**src/rtl/spi_flash_pkg.sv**
```systemverilog
// Shared types and constants for the serial configuration flash sequencer.
package spi_flash_pkg;

  typedef enum logic [2:0] {
    StIdle,
    StCmd,
    StAddr,
    StData,
    StStall,
    StGap
  } state_e;

  localparam logic [7:0]  OPC_READ       = 8'h03;
  localparam logic [7:0]  OPC_RELEASE_PD = 8'hAB;
  localparam int unsigned HDR_BITS       = 32;

endpackage

```
**src/rtl/spi_bit_timer.sv**
```systemverilog
// SPI mode-0 bit clock: SCK_DIV clk cycles low, then SCK_DIV clk cycles high, per bit.
module spi_bit_timer #(
  parameter int unsigned SCK_DIV = 1
) (
  input  logic clk,
  input  logic resetq,
  input  logic run,
  input  logic hold,
  output logic sck,
  output logic fall_tick,
  output logic rise_tick,
  output logic bit_end
);

  localparam int unsigned CntW = (SCK_DIV > 1) ? $clog2(SCK_DIV) : 1;

  logic [CntW-1:0] cnt_q, cnt_d;
  logic            sck_q, sck_d;
  logic            active, phase_end;

  assign active    = run & ~hold;
  assign phase_end = (cnt_q == CntW'(SCK_DIV - 1));

  // Stopped or held means parked at the first cycle of a low phase.
  always_comb begin
    cnt_d = cnt_q;
    sck_d = sck_q;
    if (!active) begin
      cnt_d = '0;
      sck_d = 1'b0;
    end else if (phase_end) begin
      cnt_d = '0;
      sck_d = ~sck_q;
    end else begin
      cnt_d = cnt_q + CntW'(1);
    end
  end

  always_ff @(posedge clk) begin
    if (!resetq) begin
      cnt_q <= '0;
      sck_q <= 1'b0;
    end else begin
      cnt_q <= cnt_d;
      sck_q <= sck_d;
    end
  end

  assign sck       = sck_q;
  // Ticks flag the cycle whose closing edge performs the event.
  assign rise_tick = active & ~sck_q & phase_end;
  assign fall_tick = active & sck_q & phase_end;
  // In mode 0 the bit boundary is the falling edge; kept separate to read by intent.
  assign bit_end   = fall_tick;

endmodule

```
**src/rtl/spi_flash_ctrl.sv**
```systemverilog
// Issues a SPI mode-0 READ (opcode + 24-bit address) and streams the returned bytes
// through a one-entry valid/ready register, stalling SCK when the consumer lags.
module spi_flash_ctrl
  import spi_flash_pkg::*;
#(
  parameter int unsigned SCK_DIV = 1,
  parameter int unsigned CS_HIGH = 4,
  parameter logic [7:0]  OPCODE  = OPC_READ
) (
  input  logic        clk,
  input  logic        resetq,
  input  logic        start,
  input  logic [23:0] addr,
  input  logic [15:0] len,
  input  logic        abort,
  output logic [7:0]  rd_data,
  output logic        rd_valid,
  input  logic        rd_ready,
  output logic        busy,
  output logic        done,
  output logic        flash_sck,
  output logic        flash_mosi,
  input  logic        flash_miso,
  output logic        flash_cs_n
);

  localparam int unsigned GapW = (CS_HIGH > 1) ? $clog2(CS_HIGH) : 1;

  state_e          state_q, state_d;
  logic            cs_n_q, cs_n_d;
  logic [31:0]     tx_sr_q, tx_sr_d;
  logic [7:0]      rx_sr_q, rx_sr_d;
  logic [7:0]      rd_data_q, rd_data_d;
  logic [4:0]      bit_cnt_q, bit_cnt_d;
  logic [15:0]     bytes_q, bytes_d;
  logic [GapW-1:0] gap_q, gap_d;
  logic            pending_q, pending_d;
  logic            rd_valid_q, rd_valid_d;
  logic            done_q, done_d;
  logic            active, run, hold, can_load, load, finish;
  logic            sck, fall_tick, rise_tick, bit_end;

  assign active   = state_q inside {StCmd, StAddr, StData, StStall};
  assign run      = active & ~abort;
  assign hold     = (state_q == StStall);
  assign can_load = ~rd_valid_q | rd_ready;

  spi_bit_timer #(
    .SCK_DIV(SCK_DIV)
  ) u_timer (
    .clk      (clk),
    .resetq   (resetq),
    .run      (run),
    .hold     (hold),
    .sck      (sck),
    .fall_tick(fall_tick),
    .rise_tick(rise_tick),
    .bit_end  (bit_end)
  );

  always_comb begin
    state_d    = state_q;
    cs_n_d     = cs_n_q;
    tx_sr_d    = tx_sr_q;
    rx_sr_d    = rx_sr_q;
    rd_data_d  = rd_data_q;
    bit_cnt_d  = bit_cnt_q;
    bytes_d    = bytes_q;
    gap_d      = gap_q;
    pending_d  = pending_q;
    rd_valid_d = rd_valid_q & ~rd_ready;
    done_d     = 1'b0;
    load       = 1'b0;
    finish     = 1'b0;

    unique case (state_q)
      StIdle: begin
        if (start && len == '0) begin
          done_d = 1'b1;
        end else if (start) begin
          state_d   = StCmd;
          cs_n_d    = 1'b0;
          tx_sr_d   = {OPCODE, addr};
          bytes_d   = len;
          bit_cnt_d = '0;
          pending_d = 1'b0;
        end
      end
      StCmd, StAddr: begin
        if (fall_tick) tx_sr_d = {tx_sr_q[30:0], 1'b0};
        if (bit_end) begin
          bit_cnt_d = bit_cnt_q + 5'd1;
          if (bit_cnt_q == 5'd7) state_d = StAddr;
          if (bit_cnt_q == 5'(HDR_BITS - 1)) state_d = StData;
        end
      end
      StData: begin
        if (rise_tick) begin
          rx_sr_d = {rx_sr_q[6:0], flash_miso};
          if (bit_cnt_q[2:0] == 3'd7) pending_d = 1'b1;
        end
        if (pending_q && can_load) load = 1'b1;
        if (bit_end) begin
          bit_cnt_d = bit_cnt_q + 5'd1;
          if (bit_cnt_q[2:0] == 3'd7) begin
            bytes_d = bytes_q - 16'd1;
            if (pending_q && !can_load) begin
              state_d = StStall;
            end else if (bytes_q == 16'd1) begin
              finish = 1'b1;
            end
          end
        end
      end
      StStall: begin
        if (can_load) begin
          load = 1'b1;
          if (bytes_q == '0) finish = 1'b1;
          else               state_d = StData;
        end
      end
      StGap: begin
        if (gap_q == '0) state_d = StIdle;
        else             gap_d   = gap_q - GapW'(1);
      end
      default: state_d = StIdle;
    endcase

    if (load) begin
      rd_data_d  = rx_sr_q;
      rd_valid_d = 1'b1;
      pending_d  = 1'b0;
    end

    if (finish) begin
      state_d = StGap;
      cs_n_d  = 1'b1;
      done_d  = 1'b1;
      gap_d   = GapW'(CS_HIGH - 1);
    end

    // Abort drops any partial or buffered byte and still honours the CS gap.
    if (abort && active) begin
      state_d    = StGap;
      cs_n_d     = 1'b1;
      tx_sr_d    = '0;
      rd_valid_d = 1'b0;
      pending_d  = 1'b0;
      done_d     = 1'b0;
      gap_d      = GapW'(CS_HIGH - 1);
    end
  end

  always_ff @(posedge clk) begin
    if (!resetq) begin
      state_q    <= StIdle;
      cs_n_q     <= 1'b1;
      tx_sr_q    <= '0;
      rx_sr_q    <= '0;
      rd_data_q  <= '0;
      bit_cnt_q  <= '0;
      bytes_q    <= '0;
      gap_q      <= '0;
      pending_q  <= 1'b0;
      rd_valid_q <= 1'b0;
      done_q     <= 1'b0;
    end else begin
      state_q    <= state_d;
      cs_n_q     <= cs_n_d;
      tx_sr_q    <= tx_sr_d;
      rx_sr_q    <= rx_sr_d;
      rd_data_q  <= rd_data_d;
      bit_cnt_q  <= bit_cnt_d;
      bytes_q    <= bytes_d;
      gap_q      <= gap_d;
      pending_q  <= pending_d;
      rd_valid_q <= rd_valid_d;
      done_q     <= done_d;
    end
  end

  assign rd_data    = rd_data_q;
  assign rd_valid   = rd_valid_q;
  assign busy       = (state_q != StIdle);
  assign done       = done_q;
  assign flash_sck  = sck;
  assign flash_mosi = tx_sr_q[31];
  assign flash_cs_n = cs_n_q;

endmodule
```
**config.mk**
```make
export PLATFORM = sky130hd
export DESIGN_NAME = spi_flash_ctrl
export DESIGN_NICKNAME = d
export VERILOG_FILES = /design/src/rtl/spi_flash_pkg.sv /design/src/rtl/spi_bit_timer.sv /design/src/rtl/spi_flash_ctrl.sv
export SDC_FILE = /design/constraint.sdc
export NUM_CORES = 1
export LEC_CHECK = 0
export ABC_AREA = 1
export ABC_CLOCK_PERIOD_IN_PS = 2500
export CELL_PAD_IN_SITES_DETAIL_PLACEMENT = 1
export CELL_PAD_IN_SITES_GLOBAL_PLACEMENT = 1
export CORE_ASPECT_RATIO = 0.75
export CORE_MARGIN = 8
export CORE_UTILIZATION = 38
export DETAILED_ROUTE_END_ITERATION = 12
export GPL_TIMING_DRIVEN = 0
export PLACE_DENSITY = 0.83
export SYNTH_ARGS = -nofsm -noshare
export SYNTH_HDL_FRONTEND = slang
export SYNTH_SLANG_ARGS = --single-unit
```
**constraint.sdc**
```tcl
create_clock -name clk -period 2.5 [get_ports clk]
set_clock_uncertainty 0.2 [all_clocks]
set_input_delay 0.25 -clock clk [delete_from_list [all_inputs] [get_ports clk]]
set_output_delay 0.25 -clock clk [all_outputs]
set_load 0.05 [all_outputs]
```
==> results.json <==
{
  "flop_cell": "sky130_fd_sc_hd__dfxtp_1",
  "critical_path_required_ps": 2050,
  "num-fill-cells": 1430,
  "layout_worst_path_cycle_share_pct": 94.1,
  "final-hold-violation-count": 0,
  "antenna-diode-count": 0,
  "worstMarginPinSlew_ps": 572,
  "total_power_mw": 6.33,
  "criticalPathCategory": "reg -> out",
  "top_cell": "sky130_fd_sc_hd__nand2_1",
  "dp.final_hpwl_um": 9890,
  "cts_hold_buffers": 0,
  "insertion_delay_ps": 340,
  "layout.nets": 759,
  "route.met2.wl_um": 6030,
  "critical_path_arrival_ps": 1900,
  "syn_area_um2": 4150,
  "drv_slew": 0,
  "timing.critical_path.to": "busy",
  "fmax_ghz": 0.425,
  "seq_area_frac_synth_pct": 38.6,
  "synth_chip_area_um2": 4150,
  "layout_min_cycle_time_ps": 2350,
  "htree_levels": 3,
  "yosys.area.top_type": "sky130_fd_sc_hd__dfxtp_1",
  "slew-limit-headroom_pct": 61.9,
  "ctsResizeCount": 0,
  "via_per_inst": 5.01,
  "final_common_cell": "sky130_fd_sc_hd__nand2_1",
  "number_of_antenna_violations_at_the_first_check_in_global_routing": 0,
  "critical_path.reg2reg.startpoint": "state_q[1]$_SDFFE_PP0P_",
  "synth_async_sr_flop_share_pct": 0,
  "main_area_contributors_after_synthesis": "sky130_fd_sc_hd__dfxtp_1 39%, sky130_fd_sc_hd__nand2_1 12%, sky130_fd_sc_hd__o21ai_0 10%, sky130_fd_sc_hd__nor2_1 9.9%, sky130_fd_sc_hd__a21oi_1 6.5%",
  "timing.critical_path.from": "state_q[1]$_SDFFE_PP0P_",
  "global_route.usage.met3_pct": 3.63,
  "gr-usage-met1_pct": 24.5,
  "globalplace.congestion": 0.863,
  "max-clock-path-buffers": 2,
  "global_route.usage.met2_pct": 29.7,
  "detail-route-antenna-nets": 0,
  "final.setup.worst_slack_ps": 148,
  "via_count_of_the_first_global_routing_pass": 4383,
  "netlist_top_cells_count": "134 x sky130_fd_sc_hd__nand2_1, 109 x sky130_fd_sc_hd__nor2_1, 85 x sky130_fd_sc_hd__o21ai_0",
  "floorplan.core_util_pct": 38.5,
  "worst_hold_stages": 2,
  "leakagePower_nw": 2.24,
  "coreArea_um2": 10800,
  "rsz0062_at_grt": "false",
  "synth.distinct_cells": 35,
  "die-area_um2": 14600,
  "route.vias.total": 4260,
  "track_usage_pct": 18.3,
  "drc_violations": 0,
  "highest_signal_layer_in_the_routed_design": "met4",
  "area.growth.synth_to_final_pct": 25.7,
  "clkTransAtPathRegs_ps": 60,
  "grt_first_pass_wirelength_um": 21600,
  "min_path_type": "reg -> reg",
  "whs_endpoint": "tx_sr_q[12]$_SDFFE_PP0P_",
  "drtIter0Drc": 181,
  "run_status": "finished clean",
  "synth-edff-count": 0,
  "synth.net_count": 689,
  "ys_cells": 636,
  "clock_tree_from_tritoncts": "built",
  "worstReg2RegEnd": "tx_sr_q[18]$_SDFFE_PP0P_",
  "drt-met1-wl_um": 6290,
  "worst_hold_startpoint": "tx_sr_q[12]$_SDFFE_PP0P_",
  "setup_violations": 0,
  "maxCapViolCount": 0,
  "preCtsSetupSlack_ps": 145,
  "route.detailed.wl_per_inst_um": 15.2,
  "drt_first_pass_iters": 4,
  "ff2ff_path_depth": 8,
  "wl_um": 12900
}
critical path, cell delays in order, from the launching register on:
cell and delay [ps]:
sky130_fd_sc_hd__dfxtp_1 330, sky130_fd_sc_hd__nor2_2 370, sky130_fd_sc_hd__nand2_4 130, sky130_fd_sc_hd__clkdlybuf4s50_1 750
per-stage QoR:
step / cells / cell area (um2) / util (%)
2_1_floorplan: 636 / 4150 / -
3_3_place_gp: 835 / 4920 / 45.6
3_5_place_dp: 835 / 4920 / 45.6
4_1_cts: 851 / 5220 / 48.4
5_1_grt: 851 / 5220 / 48.4
6_report: 851 / 5220 / 48.4
area by class of cell:
type | count | area, um2 | share of cell area, %
clock buffer | 11 | 243 | 4.65
clock inverter | 5 | 56.3 | 1.08
sequential | 80 | 1600 | 30.7
buffer | 26 | 149 | 2.86
inverter | 75 | 282 | 5.40
multi-input combinational | 455 | 2120 | 40.6
timing repair buffer | 59 | 591 | 11.3
tap | 140 | 175 | 3.36
state kept, by name (all words and copies together), names as in the netlist:
register       flops
bytes_q           16
pending_q          1
done               1
bit_cnt_q          5
flash_cs_n         1
u_timer.cnt_q      1
gap_q              2
rx_sr_q            8
state_q            3
rd_valid           1
u_timer.sck        1
rd_data            8
tx_sr_q           32
logic make-up after synthesis:
family	count (synthesis)	share of synthesized area [%]
other	1	0.0904
AND/OR/NAND/NOR	288	29.0
adder cells (fa/ha/maj)	7	2.11
AND-OR/OR-AND	153	18.5
buffers and inverters	101	10.4
flip-flops	80	38.6
XOR/XNOR	6	1.27
where the power goes:
| part | switching, mW | total [mW] | internal [mW] |
|---|---|---|---|
| combinational | 2.12 | 3.16 | 1.04 |
| clock | 0.533 | 1.33 | 0.800 |
| sequential | 0.207 | 1.84 | 1.63 |
| total | 2.86 | 6.33 | 3.47 |
**Ports around the boundary**

Pins as bars across the die edge, other pins in gray.
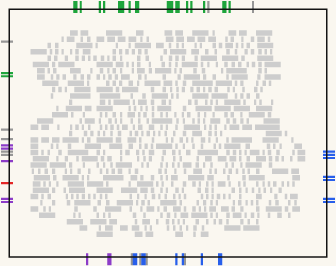
Key: rd_data = purple [pins 8, direction output, edge 5 west, 3 south]; flash_miso = red [pins 1, direction input, edge west]; len = blue [pins 16, direction input, edge 9 south, 7 east]; addr = green [pins 24, direction input, edge 22 north, 2 west]

**Metal layers overlaid**

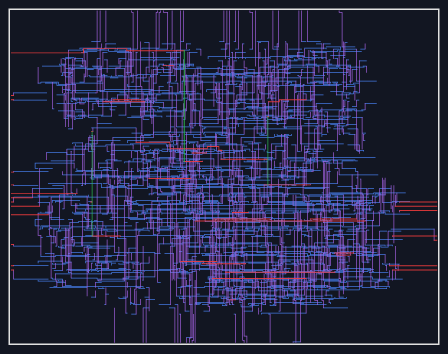
Key: metal 4 = green [wire length 90.4 um]; metal 3 = red [wire length 519 um]; metal 2 = purple [wire length 6030 um]; metal 1 = blue [wire length 6290 um]

**The clock network**

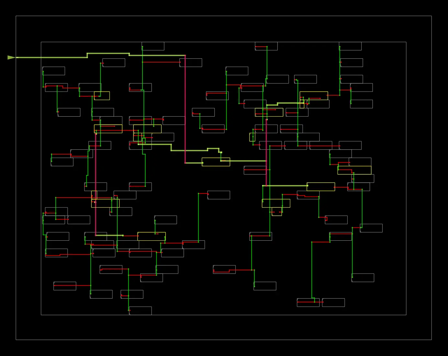
clock network power: 1.33 mW
number of clock buffer instances in the layout: 11
sequential cell count of the final layout: 80
number of buffers created by CTS: 9

Power and IR drop assume default switching activity.
